### Congestion heat map

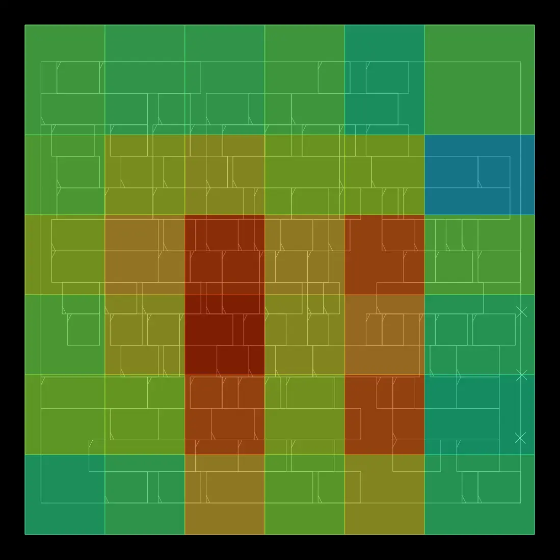
### Gate-type map

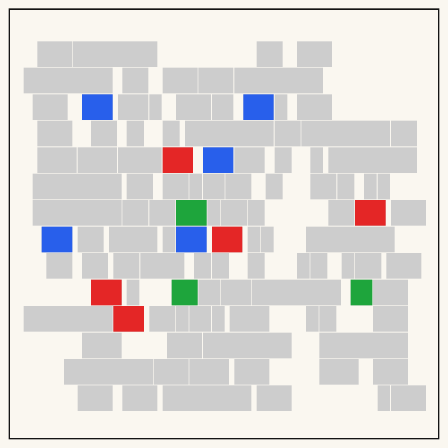
**src/rtl/fib_seq_ctrl_if.sv**
```systemverilog
// rtl/fib_seq_ctrl_if.sv - start/done handshake and datapath control bundle
interface fib_seq_ctrl_if #(
  parameter int N_W = 5
);
  logic           start;
  logic [N_W-1:0] n;
  logic           ovf;
  logic           clr_dp;
  logic           step_en;
  logic           busy;
  logic           done;
  logic           err;
  logic           err_flag;
  logic [N_W-1:0] cnt;

  modport master (
    output start, n, ovf,
    input  clr_dp, step_en, busy, done, err, err_flag, cnt
  );

  modport slave (
    input  start, n, ovf,
    output clr_dp, step_en, busy, done, err, err_flag, cnt
  );
endinterface

```
**src/rtl/fib_seq_ctrl.sv**
```systemverilog
// rtl/fib_seq_ctrl.sv - Fibonacci datapath sequencer
// Clears a/b, then issues n step enables; aborts early when the adder carry flags an unfit term.
module fib_seq_ctrl #(
  parameter int N_W = 5
) (
  input  logic           clk,
  input  logic           CLR,
  fib_seq_ctrl_if.slave  bus
);

  typedef enum logic [2:0] {
    S_IDLE = 3'd0,
    S_INIT = 3'd1,
    S_STEP = 3'd2,
    S_DONE = 3'd3,
    S_ERR  = 3'd4
  } state_t;

  state_t         r_state;
  state_t         w_next;
  logic [N_W-1:0] r_n_lat;
  logic [N_W-1:0] r_cnt;
  logic           r_err_flag;
  logic           w_last;
  logic           w_abort;

  // Widened compare keeps cnt+1 from aliasing to 0 when n_lat is all ones.
  assign w_last  = ({1'b0, r_cnt} + {{N_W{1'b0}}, 1'b1}) == {1'b0, r_n_lat};
  assign w_abort = bus.ovf && !w_last;

  always_ff @(posedge clk or posedge CLR) begin
    if (CLR) begin
      r_state <= S_IDLE;
    end else begin
      r_state <= w_next;
    end
  end

  always_comb begin
    w_next = r_state;
    case (r_state)
      S_IDLE: if (bus.start) w_next = S_INIT;
      S_INIT: w_next = (r_n_lat == '0) ? S_DONE : S_STEP;
      S_STEP: begin
        if (w_abort)     w_next = S_ERR;
        else if (w_last) w_next = S_DONE;
      end
      S_DONE:  w_next = S_IDLE;
      S_ERR:   w_next = S_IDLE;
      default: w_next = S_IDLE;
    endcase
  end

  always_ff @(posedge clk or posedge CLR) begin
    if (CLR) begin
      r_n_lat    <= '0;
      r_cnt      <= '0;
      r_err_flag <= 1'b0;
    end else begin
      case (r_state)
        S_IDLE: begin
          if (bus.start) begin
            r_n_lat    <= bus.n;
            r_cnt      <= '0;
            r_err_flag <= 1'b0;
          end
        end
        S_STEP: begin
          if (w_abort) r_err_flag <= 1'b1;
          else         r_cnt      <= r_cnt + {{(N_W-1){1'b0}}, 1'b1};
        end
        default: ;
      endcase
    end
  end

  always_comb begin
    bus.clr_dp   = 1'b0;
    bus.step_en  = 1'b0;
    bus.busy     = 1'b0;
    bus.done     = 1'b0;
    bus.err      = 1'b0;
    bus.err_flag = r_err_flag;
    bus.cnt      = r_cnt;
    case (r_state)
      S_INIT: begin
        bus.clr_dp = 1'b1;
        bus.busy   = 1'b1;
      end
      S_STEP: begin
        bus.step_en = !w_abort;
        bus.busy    = 1'b1;
      end
      S_DONE: begin
        bus.done = 1'b1;
        bus.busy = 1'b1;
      end
      S_ERR: begin
        bus.err  = 1'b1;
        bus.busy = 1'b1;
      end
      default: ;
    endcase
  end

endmodule

```
**src/flat_wrapper.sv**
```systemverilog
// flat-port wrapper written by rule: the top's interface ports become plain ports
module fib_seq_ctrl_flat 
#(
  parameter int N_W = 5
)
  (clk, CLR, bus_start, bus_n, bus_ovf, bus_clr_dp, bus_step_en, bus_busy, bus_done, bus_err, bus_err_flag, bus_cnt);
  fib_seq_ctrl_if #(.N_W(N_W)) bus_i ();
  input  logic clk;
  input  logic CLR;
  input wire logic [$bits(bus_i.start)-1:0] bus_start;
  input wire logic [$bits(bus_i.n)-1:0] bus_n;
  input wire logic [$bits(bus_i.ovf)-1:0] bus_ovf;
  output wire logic [$bits(bus_i.clr_dp)-1:0] bus_clr_dp;
  output wire logic [$bits(bus_i.step_en)-1:0] bus_step_en;
  output wire logic [$bits(bus_i.busy)-1:0] bus_busy;
  output wire logic [$bits(bus_i.done)-1:0] bus_done;
  output wire logic [$bits(bus_i.err)-1:0] bus_err;
  output wire logic [$bits(bus_i.err_flag)-1:0] bus_err_flag;
  output wire logic [$bits(bus_i.cnt)-1:0] bus_cnt;
  assign bus_i.start = bus_start;
  assign bus_i.n = bus_n;
  assign bus_i.ovf = bus_ovf;
  assign bus_clr_dp = bus_i.clr_dp;
  assign bus_step_en = bus_i.step_en;
  assign bus_busy = bus_i.busy;
  assign bus_done = bus_i.done;
  assign bus_err = bus_i.err;
  assign bus_err_flag = bus_i.err_flag;
  assign bus_cnt = bus_i.cnt;
  fib_seq_ctrl #(.N_W(N_W)) u_core (.clk(clk), .CLR(CLR), .bus(bus_i));
endmodule
```
**config.mk**
```make
export PLATFORM = sky130hd
export DESIGN_NAME = fib_seq_ctrl_flat
export DESIGN_NICKNAME = d
export VERILOG_FILES = /design/src/rtl/fib_seq_ctrl_if.sv /design/src/rtl/fib_seq_ctrl.sv /design/src/flat_wrapper.sv
export SDC_FILE = /design/constraint.sdc
export NUM_CORES = 1
export LEC_CHECK = 0
export CAP_MARGIN = 10
export CORE_UTILIZATION = 48
export CTS_CLUSTER_DIAMETER = 30
export CTS_CLUSTER_SIZE = 16
export DETAILED_ROUTE_END_ITERATION = 8
export HOLD_SLACK_MARGIN = 0.02
export PLACE_DENSITY = 0.77
export REMOVE_ABC_BUFFERS = 1
export SKIP_CTS_REPAIR_TIMING = 1
export SYNTH_ARGS = -nofsm -noshare
export SYNTH_HDL_FRONTEND = slang
export SYNTH_SLANG_ARGS = --single-unit
```
**constraint.sdc**
```tcl
create_clock -name clk -period 2.77 [get_ports clk]
set_input_delay 0.6925 -clock clk [delete_from_list [all_inputs] [get_ports clk]]
set_output_delay 0.6925 -clock clk [all_outputs]
set_load 0.02 [all_outputs]
```
==> run summary <==
run metrics: dominant class by area=combinational gates, layout cells sized above 1=21.6%, Period minus WS final=2690 ps, CTS tree=built, mux share=10.4%, final worst slack=76.5 ps, drt via density=5.72, switching power=0.000567 W, and+or+nand+nor area frac=20.9%, ys cells=84, Top Layout Cells=18 x clkdlybuf4s50_1, 14 x dfrtp_1, 11 x buf_4, FP Rows=14, routability cong.=0.861, Synth top cells by count=14 x dfrtp_1, 8 x nand2_1, 6 x mux2_2, 6 x nor2_1, design area=1120 um^2, WHS Endpoint=u_core.bus.err_flag$_DFFE_PP0P_, Top cell area share=41.4%, area reported by Yosys stat=846 um^2, hold path depth=2, Commonest flop=dfrtp_1, Root Buffer=clkbuf_4, FFs w/ async S/R, synth=100%, syn_area_per_cell=10.1 um^2, ant diodes=0, synthesized area=846 um^2, Syn Inst Count=84, sw frac=43.6%, die area=1930 um^2, Yosys warnings=0, Worst Reg2Reg Path Length in Cells=9, largest net degree at the start of global routing=15, flops out of synthesis=14, Power Dens Cells=1160 nW/um^2, IO buf count=19, yosys adder share=1.48%, xor/xnor share=5.18%, setup violators final=0, max cap viols=0, initial DRC count=9, Fmax=371 MHz, CTS sink count=14, Post-DP Area=1090 um^2, routed wire length per instance=15.5 um, Final nets=123, Yosys cell types=33, combinational gate power=0.000746 W, Signal inverters=3, dpl ws=-27.1 ps, count of multi-input gates=62, CTS buffer count=3, core area=1580 um^2, sequential cell area=350 um^2, Longest Clk Path Bufs=2, Final Cycle Share=97.2%, Clock group=0.000119 W, Log Warnings=25, final instance count without filler cells=127, EDFF count, synth=0, bufs w/o clock=29, flop share of the area=31.2%, CP Class=reg2out, cell type with the highest aggregate area in the netlist=dfrtp_1, Post-Route WL=1970 um, via count=726, Reg clk slew, reported paths=90 ps, Hold WS=534 ps, total power=0.00130 W, worst min path class=reg2reg, Filler cells=126, Worst setup SP type=flip-flop, Latency at later pin=290 ps, Post-synth seq share=41.4%, DP Wirelength=1440 um, first-pass GRT wire length=3360 um, outcome=complete, but fails checks, Well Taps=16, maximum VDD drop=0.000643 V, worst path arrival time=2000 ps, buffering overhead=23.4%, Complex Gates by Area=15.2%, RR Endpoint=u_core.bus.cnt[2]$_DFFE_PP0P_, RR Startpoint=u_core.bus.cnt[0]$_DFFE_PP0P_, max-slew violation count=0, die height=44.0 um, clock network area share=2.00%, Synth logic family=simple AND/OR/NAND/NOR gates, 1st-pass router iterations=6, Gate power share=57.3%, H-Tree Depth=1, Critical Path RT=2080 ps, worst slew pin tran=561 ps, sequential share of power=33.5%, GRT overflow=0, DRC Markers=3, CP Max Fanout=4, R2R Setup Slk=570 ps, endpoint class of the critical path=primary output, crit path from=u_core.bus.cnt[0]$_DFFE_PP0P_, crit path to=bus_step_en, placed cell count=123, P_int=0.000734 W, area grow syn2layout=32.8%, vias in the first global route=725, violated checks=design-rule violations, clock power share=9.1%, Flop Count=14, top power group=combinational logic, CLK BUF=3, Max transition margin=62.6%, initial antenna violation count=0, sequential logic power=0.000436 W, initial core utilization=53.7%, combinational gate area=457 um^2, Detail Route Antenna Nets=0, num ports=20, top-count cell post-synth=dfrtp_1, Post-synth area hogs=dfrtp_1 41%, mux2_2 8.0%, a211o_1 4.1%, xnor2_1 4.1%, nand2_1 3.6%, Hold Fails Final Rpt=0, Chip Width=44.0 um, leakage power=0.495 nW, Final Skew=7.10 ps, hold path start=u_core.bus.err_flag$_DFFE_PP0P_
Back to the opening pictures, 'Congestion heat map':
GRT Max-Usage Layer: met2
M1 GR Usage: 30.7%
GRT Total Usage: 24.2%
met3 usage: 6.67%

Back to the opening pictures, 'Gate-type map':
| color | family | cells |
|---|---|---|
| red | xor and xnor cells | 5 |
| green | and/or cells | 3 |
| blue | non-inverting ao/oa cells | 5 |
logic share of the area: 40.6%
Commonest Layout Cell: clkdlybuf4s50_1

[metrics by stage]
step | util [%] | setup TNS, ps
2_1_floorplan | - | -44.7
3_3_place_gp | 69.0 | -18.5
3_5_place_dp | 69.0 | -27.1
4_1_cts | 70.5 | -384
5_1_grt | 71.3 | -40.9
6_report | 71.3 | 0
[metal layers]
layer  track usage [%]  up-vias  share of wire [%]
met1              30.7      340                 44
li1                  -      356                  -
met4              7.88        0                1.7
met3              6.67        7                4.5
met2              40.0       23                 49
met5                 0        -                  0
[worst max-delay path: stages (launching register included)]
cell	delay (ps)
dfrtp_1	390
ha_1	240
and2_4	160
o21ai_0	150
a31oi_1	130
o31ai_2	300
nor2b_4	200
buf_4	140
Power figures rest on the tool's default switching activity, not on a simulated workload.
